`config.mk`:
```
export PLATFORM = sky130hd
export DESIGN_NAME = hs_sync_sink_flat
export DESIGN_NICKNAME = d
export VERILOG_FILES = /design/src/rtl/hs_sync_sink_if.sv /design/src/rtl/hs_sync_sink.sv /design/src/flat_wrapper.sv
export SDC_FILE = /design/constraint.sdc
export NUM_CORES = 1
export LEC_CHECK = 0
export CAP_MARGIN = 30
export CORE_MARGIN = 1
export CORE_UTILIZATION = 54
export DETAILED_ROUTE_END_ITERATION = 6
export GPL_ROUTABILITY_DRIVEN = 1
export GPL_TIMING_DRIVEN = 0
export PLACE_DENSITY_LB_ADDON = 0.05
export SYNTH_ARGS = -nofsm -noshare
export SYNTH_HDL_FRONTEND = slang
export SYNTH_SLANG_ARGS = --single-unit
```
`constraint.sdc`:
```
create_clock -name clk -period 2.8 [get_ports clk]
set_input_delay 0.56 -clock clk [delete_from_list [all_inputs] [get_ports clk]]
set_output_delay 0.56 -clock clk [all_outputs]
set_load 0.01 [all_outputs]
```
`src/rtl/hs_sync_sink_if.sv`:
```
// Bundle of the four-phase upstream handshake, the valid/ready token output
// and the error-count/status signals of the synchronous sink stage.
interface hs_sync_sink_if #(
    parameter int WIDTH = 8
);
    logic             Lreq;
    logic             Lack;
    logic [WIDTH-1:0] Ldata;
    logic [1:0]       Lerr;
    logic             out_valid;
    logic             out_ready;
    logic [WIDTH-1:0] out_data;
    logic [1:0]       out_err;
    logic [15:0]      err_count;
    logic             err_clr;
    logic             full;
    logic             empty;

    modport master (
        output Lreq, Ldata, Lerr, out_ready, err_clr,
        input  Lack, out_valid, out_data, out_err, err_count, full, empty
    );

    modport slave (
        input  Lreq, Ldata, Lerr, out_ready, err_clr,
        output Lack, out_valid, out_data, out_err, err_count, full, empty
    );
endinterface

```
`src/rtl/hs_sync_sink.sv`:
```
// Sink for a four-phase bundled-data handshake: synchronises Lreq, captures
// data plus Err1/Err0, acknowledges, and buffers tokens in a valid/ready FIFO.
module hs_sync_sink #(
    parameter int WIDTH       = 8,
    parameter int DEPTH       = 4,
    parameter int SYNC_STAGES = 2
) (
    input logic          clk,
    input logic          rst,
    hs_sync_sink_if.slave bus
);
    localparam int AW = $clog2(DEPTH);
    localparam int CW = AW + 1;
    localparam int SW = $clog2(SYNC_STAGES + 1);
    localparam int EW = WIDTH + 2;

    typedef enum logic [1:0] {
        RSTWAIT = 2'd0,
        IDLE    = 2'd1,
        ACK     = 2'd2
    } state_t;

    function automatic logic [15:0] sat_inc(input logic [15:0] v);
        return (v == 16'hFFFF) ? v : v + 16'd1;
    endfunction

    logic [SYNC_STAGES-1:0] r_sync;
    logic [SW-1:0]          r_settle;
    state_t                 r_state;
    state_t                 w_state_nxt;
    logic                   r_lack;
    logic                   w_lack_nxt;
    logic                   w_capture;
    logic                   w_req_s;
    logic                   w_settled;

    logic                   r_wr_vld_p0;
    logic [EW-1:0]          r_wr_data_p0;

    logic [EW-1:0]          r_mem [DEPTH];
    logic [AW-1:0]          r_wr_ptr;
    logic [AW-1:0]          r_rd_ptr;
    logic [CW-1:0]          r_count;
    logic                   w_write;
    logic                   w_read;
    logic                   w_full;
    logic                   w_empty;
    logic                   w_out_valid;
    logic [EW-1:0]          w_head;

    logic [15:0]            r_err_cnt;
    logic                   w_err_hit;

    // ---- stage: request synchroniser ----
    always_ff @(posedge clk) begin
        if (rst) begin
            r_sync <= '0;
        end else begin
            r_sync <= {r_sync[SYNC_STAGES-2:0], bus.Lreq};
        end
    end

    assign w_req_s = r_sync[SYNC_STAGES-1];

    // The synchroniser is cleared by reset, so req_s only reflects the live
    // Lreq after it has refilled; a request held across reset must not look low.
    always_ff @(posedge clk) begin
        if (rst) begin
            r_settle <= '0;
        end else if (r_state == RSTWAIT && !w_settled) begin
            r_settle <= r_settle + 1'b1;
        end
    end

    assign w_settled = (r_settle == SW'(SYNC_STAGES));

    // ---- stage: handshake FSM ----
    always_ff @(posedge clk) begin
        if (rst) begin
            r_state <= RSTWAIT;
            r_lack  <= 1'b0;
        end else begin
            r_state <= w_state_nxt;
            r_lack  <= w_lack_nxt;
        end
    end

    always_comb begin
        w_state_nxt = r_state;
        w_lack_nxt  = r_lack;
        w_capture   = 1'b0;
        case (r_state)
            RSTWAIT: begin
                w_lack_nxt = 1'b0;
                if (w_settled && !w_req_s) begin
                    w_state_nxt = IDLE;
                end
            end
            IDLE: begin
                w_lack_nxt = 1'b0;
                if (w_req_s && !w_full) begin
                    w_capture   = 1'b1;
                    w_lack_nxt  = 1'b1;
                    w_state_nxt = ACK;
                end
            end
            ACK: begin
                if (!w_req_s) begin
                    w_lack_nxt  = 1'b0;
                    w_state_nxt = IDLE;
                end
            end
            default: begin
                w_lack_nxt  = 1'b0;
                w_state_nxt = RSTWAIT;
            end
        endcase
    end

    // ---- stage p0: captured token waiting for its FIFO write ----
    always_ff @(posedge clk) begin
        if (rst) begin
            r_wr_vld_p0 <= 1'b0;
        end else begin
            r_wr_vld_p0 <= w_capture;
        end
    end

    always_ff @(posedge clk) begin
        if (w_capture) begin
            r_wr_data_p0 <= {bus.Lerr, bus.Ldata};
        end
    end

    // ---- stage: FIFO ----
    // A new capture needs a full req_s low/high cycle, so the pending p0 write
    // always lands before the FSM samples full again.
    assign w_write     = r_wr_vld_p0;
    assign w_full      = (r_count == CW'(DEPTH));
    assign w_empty     = (r_count == '0);
    assign w_out_valid = !w_empty;
    assign w_read      = w_out_valid && bus.out_ready;
    assign w_head      = r_mem[r_rd_ptr];

    always_ff @(posedge clk) begin
        if (w_write) begin
            r_mem[r_wr_ptr] <= r_wr_data_p0;
        end
    end

    always_ff @(posedge clk) begin
        if (rst) begin
            r_wr_ptr <= '0;
            r_rd_ptr <= '0;
            r_count  <= '0;
        end else begin
            if (w_write) begin
                r_wr_ptr <= r_wr_ptr + 1'b1;
            end
            if (w_read) begin
                r_rd_ptr <= r_rd_ptr + 1'b1;
            end
            case ({w_write, w_read})
                2'b10:   r_count <= r_count + 1'b1;
                2'b01:   r_count <= r_count - 1'b1;
                default: r_count <= r_count;
            endcase
        end
    end

    // ---- stage: error counter ----
    assign w_err_hit = w_write && (r_wr_data_p0[EW-1 -: 2] != 2'b00);

    always_ff @(posedge clk) begin
        if (rst || bus.err_clr) begin
            r_err_cnt <= '0;
        end else if (w_err_hit) begin
            r_err_cnt <= sat_inc(r_err_cnt);
        end
    end

    assign bus.Lack      = r_lack;
    assign bus.out_valid = w_out_valid;
    assign bus.out_data  = w_out_valid ? w_head[WIDTH-1:0] : '0;
    assign bus.out_err   = w_out_valid ? w_head[EW-1 -: 2] : 2'b00;
    assign bus.err_count = r_err_cnt;
    assign bus.full      = w_full;
    assign bus.empty     = w_empty;
endmodule

```
`src/flat_wrapper.sv`:
```
// flat-port wrapper written by rule: the top's interface ports become plain ports
module hs_sync_sink_flat 
#(
    parameter int WIDTH       = 8,
    parameter int DEPTH       = 4,
    parameter int SYNC_STAGES = 2
)
  (clk, rst, bus_Lreq, bus_Ldata, bus_Lerr, bus_out_ready, bus_err_clr, bus_Lack, bus_out_valid, bus_out_data, bus_out_err, bus_err_count, bus_full, bus_empty);
  hs_sync_sink_if #(.WIDTH(WIDTH)) bus_i ();
  input logic clk;
  input logic rst;
  input wire logic [$bits(bus_i.Lreq)-1:0] bus_Lreq;
  input wire logic [$bits(bus_i.Ldata)-1:0] bus_Ldata;
  input wire logic [$bits(bus_i.Lerr)-1:0] bus_Lerr;
  input wire logic [$bits(bus_i.out_ready)-1:0] bus_out_ready;
  input wire logic [$bits(bus_i.err_clr)-1:0] bus_err_clr;
  output wire logic [$bits(bus_i.Lack)-1:0] bus_Lack;
  output wire logic [$bits(bus_i.out_valid)-1:0] bus_out_valid;
  output wire logic [$bits(bus_i.out_data)-1:0] bus_out_data;
  output wire logic [$bits(bus_i.out_err)-1:0] bus_out_err;
  output wire logic [$bits(bus_i.err_count)-1:0] bus_err_count;
  output wire logic [$bits(bus_i.full)-1:0] bus_full;
  output wire logic [$bits(bus_i.empty)-1:0] bus_empty;
  assign bus_i.Lreq = bus_Lreq;
  assign bus_i.Ldata = bus_Ldata;
  assign bus_i.Lerr = bus_Lerr;
  assign bus_i.out_ready = bus_out_ready;
  assign bus_i.err_clr = bus_err_clr;
  assign bus_Lack = bus_i.Lack;
  assign bus_out_valid = bus_i.out_valid;
  assign bus_out_data = bus_i.out_data;
  assign bus_out_err = bus_i.out_err;
  assign bus_err_count = bus_i.err_count;
  assign bus_full = bus_i.full;
  assign bus_empty = bus_i.empty;
  hs_sync_sink #(.WIDTH(WIDTH), .DEPTH(DEPTH), .SYNC_STAGES(SYNC_STAGES)) u_core (.clk(clk), .rst(rst), .bus(bus_i));
endmodule
```
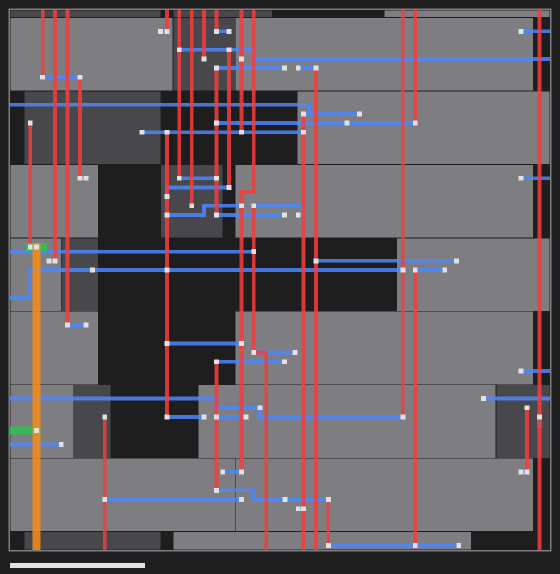
**Above:** zoomed window.
The bar under the picture is 5 um long. Region (51, 51) to (71, 71) um. Cells in gray, sequential cells in the stronger gray; small squares are vias.
- met1: blue
- met4: orange
- met2: red
- met3: green
- most frequent: edfxtp_1 (9), and2_1 (2), clkbuf_1 (2)
- netlist names of flops here include: `u_core.r_mem` (9)
- cells with their middle in the window: 14
- sequential cells in the window: 9

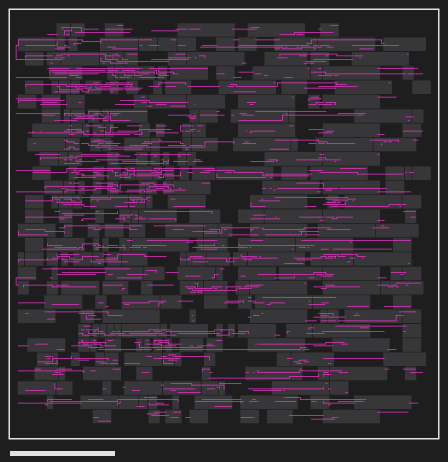
**Above:** met1 routing.
The bar under the picture is 20 um long. Cells faint in the background.
- nets with wire on the layer: 293
- share of all routed wire: 46%
GRT met1 Usage: 24.1%
Routed WL: 5.95 mm
vias after detailed routing: 2169

==> summary.txt <==
outcome - complete, no violations
wire length on met2 - 2.90 mm
worst slew margin relative to its limit - 40.7%
data arrival at the endpoint of the critical path - 2.08 ns
area of the mapped netlist - 3400 um2
data required time at the worst endpoint - 2.24 ns
Adders+Majority by Area - 3.17%
top layer reached by signal wires - met4
P_seq - 0.00133 W
Cell variety after synth - 42
Post-Place Worst Slack - 0.224 ns
DP Cell Count - 374
number of nets with antenna violations after routing - 0
setup violation total in the final timing report - 0
number of flip-flops in the largest register - 40
dominant cell by count in the synthesized netlist - edfxtp_1
number of clock sinks seen by CTS - 83
Top logic family - simple AND/OR/NAND/NOR gates
fraction of final layout cells with drive strength greater than 1 - 11.5%
Post-synth top cells - edfxtp_1, dfxtp_1, nor2_1, a21oi_1, and2_1
RSZ-0062 raised after global routing - false
clock network contribution to total cell area - 4.76%
HPWL after detailed placement - 4.05 mm
total area of sequential cells - 2160 um2
setup slack of the critical path after layout - 0.159 ns
relative contribution of sequential cells to total power - 57.5%
Syn Nets - 278
portion of the clock cycle consumed by the worst path in the final layout - 94.3%
mean routed wirelength per cell - 15.3 um
global-route wire length before repair - 9.34 mm
post-synthesis chip area from yosys - 3400 um2
ao+oa area frac - 6.37%
launch instance of the worst register-to-register path - u_core.r_count[2]$_SDFFE_PP0P_
power consumed by the clock network - 0.000844 W
fraction of the mapped netlist area in simple logic gates - 15.2%
setup slack on the worst flop-to-flop path - 0.68 ns
Core Footprint - 5990 um2
synthesis-to-finish area growth - 21.5%
most area-hungry cell type in the Yosys netlist - edfxtp_1
grt ovf - 0
Post-CTS Repair Setup Buffers - 0
syn_area_per_cell - 13.3 um2
power in combinational cells - 0.000137 W
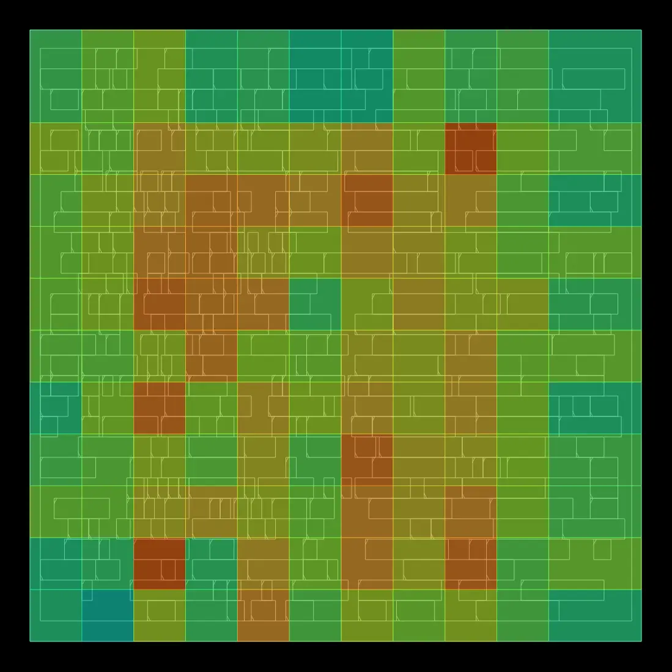
**Above:** routing congestion.
final core area utilization: 68.9%
global-route met3 utilization: 4.83%
combined global-route utilization of all metal layers: 19.6%
met2 Use GR: 33.3%
GRT busiest layer: met2

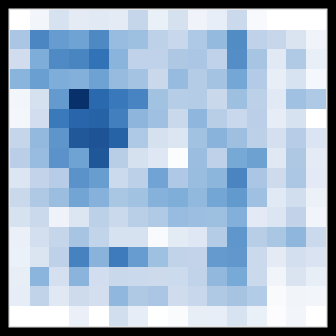
**Above:** signal metal coverage by tile.
The die is cut into 16 by 16 equal tiles; white is low, dark blue is high, scaled to the fullest tile. Values are wire area over tile area, all layers added.
- mean over tiles: 0.14
- fullest tile: 0.46
- nearly empty tiles: 4.7%
- tiles over half the peak: 17%

Power figures rest on the tool's default switching activity, not on a simulated workload.
